File: src/rtl/launch_pkg.sv
// Shared constants for the tree-root launch controller: FSM encoding and
// default datapath/timeout sizing.
package launch_pkg;

    localparam logic [1:0] ST_IDLE  = 2'd0;
    localparam logic [1:0] ST_START = 2'd1;
    localparam logic [1:0] ST_WAIT  = 2'd2;
    localparam logic [1:0] ST_HOLD  = 2'd3;

    localparam int unsigned DEF_WIDTH   = 16;
    localparam int unsigned DEF_TIMEOUT = 1023;
    localparam int unsigned DEF_CW      = 10;

endpackage

File: src/rtl/wait_timer.sv
// Saturating watchdog for the WAIT phase: cleared on launch, counts enabled
// cycles and reports when it sits at TIMEOUT.
module wait_timer
    import launch_pkg::*;
#(
    parameter int unsigned CW      = DEF_CW,
    parameter int unsigned TIMEOUT = DEF_TIMEOUT
) (
    input  logic clk,
    input  logic rst_n,
    input  logic clear,
    input  logic enable,
    output logic expired
);

    localparam logic [CW-1:0] LIMIT = CW'(TIMEOUT);

    logic [CW-1:0] cnt_q, cnt_d;

    // NOTE: the default first keeps every path assigned, so no latch is inferred.
    always_comb begin
        cnt_d = cnt_q;
        if (clear) begin
            cnt_d = '0;
        end else if (enable && (cnt_q != LIMIT)) begin
            cnt_d = cnt_q + CW'(1);
        end
    end

    // NOTE: state updates use non-blocking assignments so all flops sample together.
    always_ff @(posedge clk or negedge rst_n) begin
        if (!rst_n) begin
            cnt_q <= '0;
        end else begin
            cnt_q <= cnt_d;
        end
    end

    assign expired = (cnt_q == LIMIT);

endmodule

File: src/rtl/node_launch_ctrl.sv
// Sequencer in front of a compiled tree root: accepts an operand pair, pulses
// ST, waits for RD (with watchdog) and presents the result downstream.
module node_launch_ctrl
    import launch_pkg::*;
#(
    parameter int unsigned WIDTH   = DEF_WIDTH,
    parameter int unsigned TIMEOUT = DEF_TIMEOUT,
    parameter int unsigned CW      = DEF_CW
) (
    input  logic             CLK,
    input  logic             RST,
    input  logic             IN_VALID,
    output logic             IN_READY,
    input  logic [WIDTH-1:0] IN_A,
    input  logic [WIDTH-1:0] IN_B,
    output logic             N_ST,
    output logic [WIDTH-1:0] N_IN0,
    output logic [WIDTH-1:0] N_IN1,
    input  logic             N_RD,
    input  logic [WIDTH-1:0] N_RES,
    output logic             OUT_VALID,
    input  logic             OUT_READY,
    output logic [WIDTH-1:0] OUT_RES,
    output logic             OUT_ERR,
    output logic             BUSY,
    output logic [15:0]      OP_CNT
);

    logic [1:0]       state_q, state_d;
    logic [WIDTH-1:0] in0_q, in0_d;
    logic [WIDTH-1:0] in1_q, in1_d;
    logic [WIDTH-1:0] res_q, res_d;
    logic             err_q, err_d;
    logic             blank_q, blank_d;
    logic [15:0]      op_cnt_q, op_cnt_d;
    logic             timer_expired;
    logic             rd_seen;

    wait_timer #(
        .CW      (CW),
        .TIMEOUT (TIMEOUT)
    ) u_timer (
        .clk     (CLK),
        .rst_n   (RST),
        .clear   (state_q == ST_START),
        .enable  (state_q == ST_WAIT),
        .expired (timer_expired)
    );

    // RD may still be high from the previous operation; ignore it on the first WAIT cycle.
    assign rd_seen = (state_q == ST_WAIT) && !blank_q && N_RD;

    always_comb begin
        state_d  = state_q;
        in0_d    = in0_q;
        in1_d    = in1_q;
        res_d    = res_q;
        err_d    = err_q;
        op_cnt_d = op_cnt_q;
        blank_d  = (state_q == ST_START);
        case (state_q)
            ST_IDLE: begin
                if (IN_VALID) begin
                    in0_d   = IN_A;
                    in1_d   = IN_B;
                    state_d = ST_START;
                end
            end
            ST_START: state_d = ST_WAIT;
            ST_WAIT: begin
                // A real result beats the watchdog when both land on the same cycle.
                if (rd_seen) begin
                    res_d   = N_RES;
                    err_d   = 1'b0;
                    state_d = ST_HOLD;
                end else if (timer_expired) begin
                    res_d   = '0;
                    err_d   = 1'b1;
                    state_d = ST_HOLD;
                end
            end
            ST_HOLD: begin
                if (OUT_READY) begin
                    op_cnt_d = op_cnt_q + 16'd1;
                    state_d  = ST_IDLE;
                end
            end
            default: state_d = ST_IDLE;
        endcase
    end

    always_ff @(posedge CLK or negedge RST) begin
        if (!RST) begin
            state_q  <= ST_IDLE;
            in0_q    <= '0;
            in1_q    <= '0;
            res_q    <= '0;
            err_q    <= 1'b0;
            blank_q  <= 1'b0;
            op_cnt_q <= '0;
        end else begin
            state_q  <= state_d;
            in0_q    <= in0_d;
            in1_q    <= in1_d;
            res_q    <= res_d;
            err_q    <= err_d;
            blank_q  <= blank_d;
            op_cnt_q <= op_cnt_d;
        end
    end

    assign IN_READY  = (state_q == ST_IDLE);
    assign N_ST      = (state_q == ST_START);
    assign OUT_VALID = (state_q == ST_HOLD);
    assign BUSY      = (state_q != ST_IDLE);
    assign N_IN0     = in0_q;
    assign N_IN1     = in1_q;
    assign OUT_RES   = res_q;
    assign OUT_ERR   = err_q;
    assign OP_CNT    = op_cnt_q;

endmodule

File: config.mk
export PLATFORM = sky130hd
export DESIGN_NAME = node_launch_ctrl
export DESIGN_NICKNAME = d
export VERILOG_FILES = /design/src/rtl/launch_pkg.sv /design/src/rtl/wait_timer.sv /design/src/rtl/node_launch_ctrl.sv
export SDC_FILE = /design/constraint.sdc
export NUM_CORES = 1
export LEC_CHECK = 0
export CORE_MARGIN = 2
export CORE_UTILIZATION = 47
export CTS_BUF_LIST = sky130_fd_sc_hd__clkbuf_16
export DETAILED_ROUTE_END_ITERATION = 12
export GPL_ROUTABILITY_DRIVEN = 0
export PLACE_DENSITY = 0.85
export SLEW_MARGIN = 20
export SYNTH_ARGS = -nofsm -noshare
export SYNTH_HDL_FRONTEND = slang
export SYNTH_SLANG_ARGS = --single-unit
File: constraint.sdc
create_clock -name CLK -period 2.7 [get_ports CLK]
set_clock_uncertainty 0.1 [all_clocks]
set_input_delay 0.54 -clock CLK [delete_from_list [all_inputs] [get_ports CLK]]
set_output_delay 0.54 -clock CLK [all_outputs]
set_load 0.05 [all_outputs]
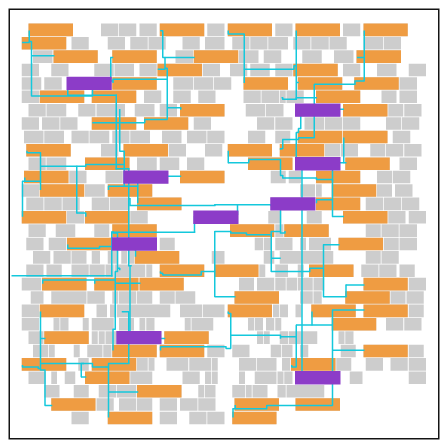
clk_routes.png
Orange marks flip-flops, count 78. Cyan marks clock wires, length 914 um. Purple marks clock drivers, count 9.
There are 10 routed clock nets. Position of the flops: widely spread.
Clock power frac: 0.194
clk_lat worst skew: 330 ps
Power Clock: 1.26 mW

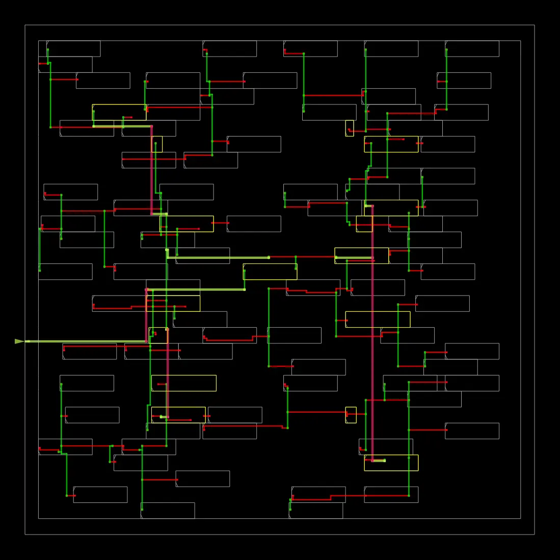
clocks.png
clkbuf count: 9
Clock Sinks: 78
CTS buffer count: 9
Seq cells: 78

==> job_summary.md <==
## Synthesis and layout report

| Metric | Value |
|---|---|
| Wire length per cell | 15.6 um |
| Layout cell share with drive strength beyond 1 | 0.166 |
| Worst min-delay path category | in -> async |
| Fillers | 464 |
| Mapped Cells | 241 |
| # rows | 30 |
| Final Util | 0.722 |
| Post-route ant nets | 0 |
| Die W | 87.0 um |
| CORE AREA | 6720 sq um |
| Worst-case clock buffer depth | 2 |
| NumNets Final | 428 |
| Cell variety after synth | 40 |
| Max layer used | met4 |
| Main logic family | multiplexers |
| # Max-Cap Violations | 0 |
| Hold buffer count at CTS | 0 |
| Number of global-route vias before repair | 2454 |
| Die Size | 7570 sq um |
| Biggest Area Class | sequential cells |
| Critical path's slowest cell | clkdlybuf4s50_1 |
| CP Buf/Inv Count | 3 |
| FFs w/ async S/R, synth | 1.00 |
| LEAKAGE | 2.14 nW |
| I/O pin count | 122 |
| # Cells Yosys | 241 |
| Post-Syn Area | 3240 sq um |
| Clock network area share | 0.0650 |
| Port Buf Inserts | 121 |
| Mux frac, synth | 0.124 |
| Max-area cell share | 0.603 |
| Crit path kind | reg -> out |
| Cycle use final | 0.954 |
| Status | finished clean |
| Max Fclk | 388 MHz |
| Path depth of the worst reg2reg path | 5 |
| CTS H-tree depth | 3 |
| Leading area contributor after synthesis | dfrtp_1 |
| Fraction of area in registers | 0.403 |
| GR Layer Usage met3 | 0.0635 |
| Flip-flops with a built-in enable | 0 |
| Period minus WS final | 2580 ps |
| YS chip area | 3240 sq um |
| Layout Cells excl Fill | 453 |
| Worst-margin pin slew | 664 ps |
| Most frequent cells in the layout | 119 x clkdlybuf4s50_1, 78 x dfrtp_1, 33 x mux2_2 |
| #MultiIn Comb | 149 |
| Wire length on met2 | 3470 um |
| Syn Nets | 301 |
| # DRC | 0 |
| Setup bufs post-CTS | 0 |
| Reg2reg start | state_q[0] |
| Max-slew violation count | 0 |
| Seq share, synth | 0.603 |
| GRT busiest layer | met2 |
| Warnings from Yosys | 0 |
| Peak VDD IR | 0.849 mV |
| 1st-iter DRT viols | 79 |
| Largest delay share family, worst path | buffers and inverters |
| Floorplan utilization | 0.482 |
| Critical Path Most Common Cell | inv_1 |
| Overall Power | 6.52 mW |
| Rel. slew slack | 0.557 |
| Logic area | 1220 sq um |
| Dominant logic cell type in the layout | clkdlybuf4s50_1 |
| Reg2reg setup slack | 590 ps |
| Worst path required time | 2060 ps |
| DP Cell Count | 437 |
| Main flop type after synthesis | dfrtp_1 |
| WP data arrival | 1940 ps |
| Inverters excl. clock | 6 |
| Vias | 2336 |
| Crit end category | output pin |
| Tap cell count | 80 |
| M1 wire length | 2940 um |
| Synthesized area per cell | 13.4 sq um |
| Register clock-pin slew on the reported worst setup and hold paths | 60 ps |
| Dominant cells by area after synthesis | dfrtp_1 60%, mux2_2 11%, a22o_1 4.3% |
| Ant diodes | 0 |
| Simple-gate area share of the yosys netlist | 0.0951 |
| PostCTS Resize Cnt | 0 |
| PwrDens | 1350 nW/um^2 |
| AO/OA Area Share | 0.0808 |
| Setup_tns | 0 ps |
| CP cell instances | inv_1, ha_1, inv_1, clkdlybuf4s50_1 |
| Grt total ovfl | 0 |
| First-pass DRT Iterations | 4 |
| RSZ-0062 raised after global routing | false |
| Area post-placement | 4530 sq um |
| Critical Path Stages | 4 |
| Max stage delay on crit path | 800 ps |
| Final setup fails | 0 |
| FF+latch area | 1950 sq um |
| Initial antenna violation count | 0 |
| All-Layer GR Usage | 0.196 |
| RR Endpoint | OUT_RES[5] |
| Final WS setup | 124 ps |
| Largest net degree at the start of global routing | 79 |
| Met2 usage | 0.311 |
| Crit path launch | state_q[0] |
| Count leader, synth | dfrtp_1 |
| Worst Setup Start Kind | flop |
| Adder share | 0.0270 |
| Final count of hold timing violations | 0 |
| Met3 WL post-DR | 551 um |
| First-pass GRT wire length | 11500 um |
| List of most frequent post-synthesis cells | 78 x dfrtp_1, 33 x mux2_2, 16 x a22o_1 |
| Comb area share | 0.251 |
| Setup slack at placement | 472 ps |
| Die Ht | 87.0 um |
| Peak fanout along the critical path | 4 |
| Fraction of area in non-clock buffers | 0.256 |
| Root buf cell | clkbuf_16 |
| Routed wire length | 7060 um |
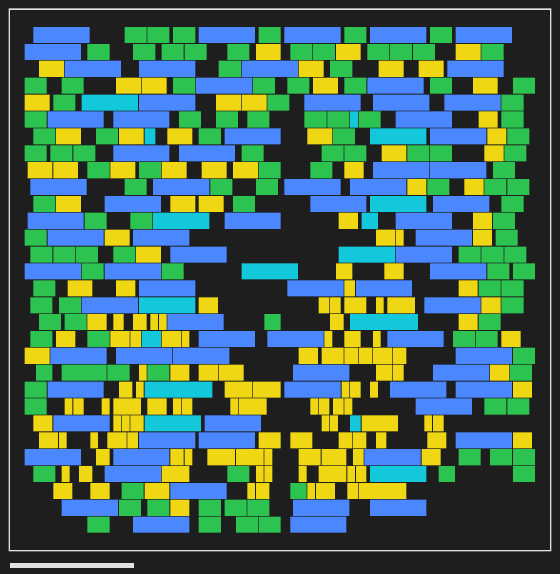
placement_by_type.png
Scale bar: 20 um.
Cyan marks clock drivers and dummy loads, cells 16, share of their area 6.6%. Blue marks flops, cells 78, share of their area 41%. Yellow marks combinational and other logic, cells 155, share of their area 26%. Green marks other buffers and delay cells, cells 124, share of their area 26%.

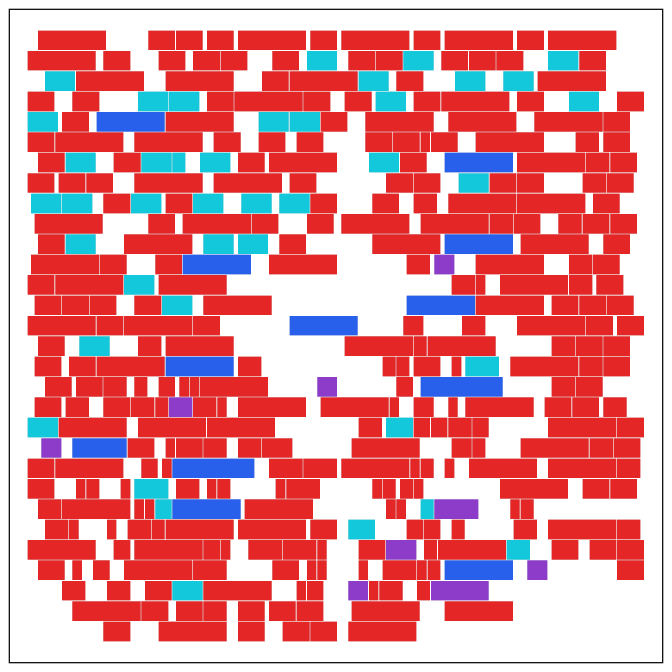
sizes.png
Red marks _0 and _1 cells, cells 311. Purple marks _3 and _4 cells, cells 9. Blue marks _6 and larger, cells 12. Cyan marks _2 cells, cells 41.
Plain + repair buffers: 124
synth-to-layout area growth: 49.7%
Design Area, Final: 4850 sq um

-- flip-flops by register name, indices dropped and copies added (netlist names) --
register / count
OP_CNT: 16
u_timer.cnt_q: 10
blank_q: 1
OUT_ERR: 1
OUT_RES: 16
state_q: 2
N_IN0: 16
N_IN1: 16
-- worst min path at each step --
stage / from / endpoint / slack [ps] / cells after the start
finish: RST / state_q[0] / 110 / 2
global route: RST / N_IN1[1] / 160 / 2
CTS: RST / state_q[0] / 140 / 2
detailed placement: OP_CNT[15] / OP_CNT[15] / 370 / 1
global placement: OP_CNT[15] / OP_CNT[15] / 360 / 1
floorplan: RST / N_IN0[0] / 140 / 0
-- power breakdown --
group,switching [mW],total [mW],internal [mW],leakage [nW]
sequential,0.262,1.88,1.62,0.961
clock,0.461,1.26,0.804,0.157
combinational,2.13,3.38,1.25,1.02
Power is estimated from default activity; no workload was simulated.
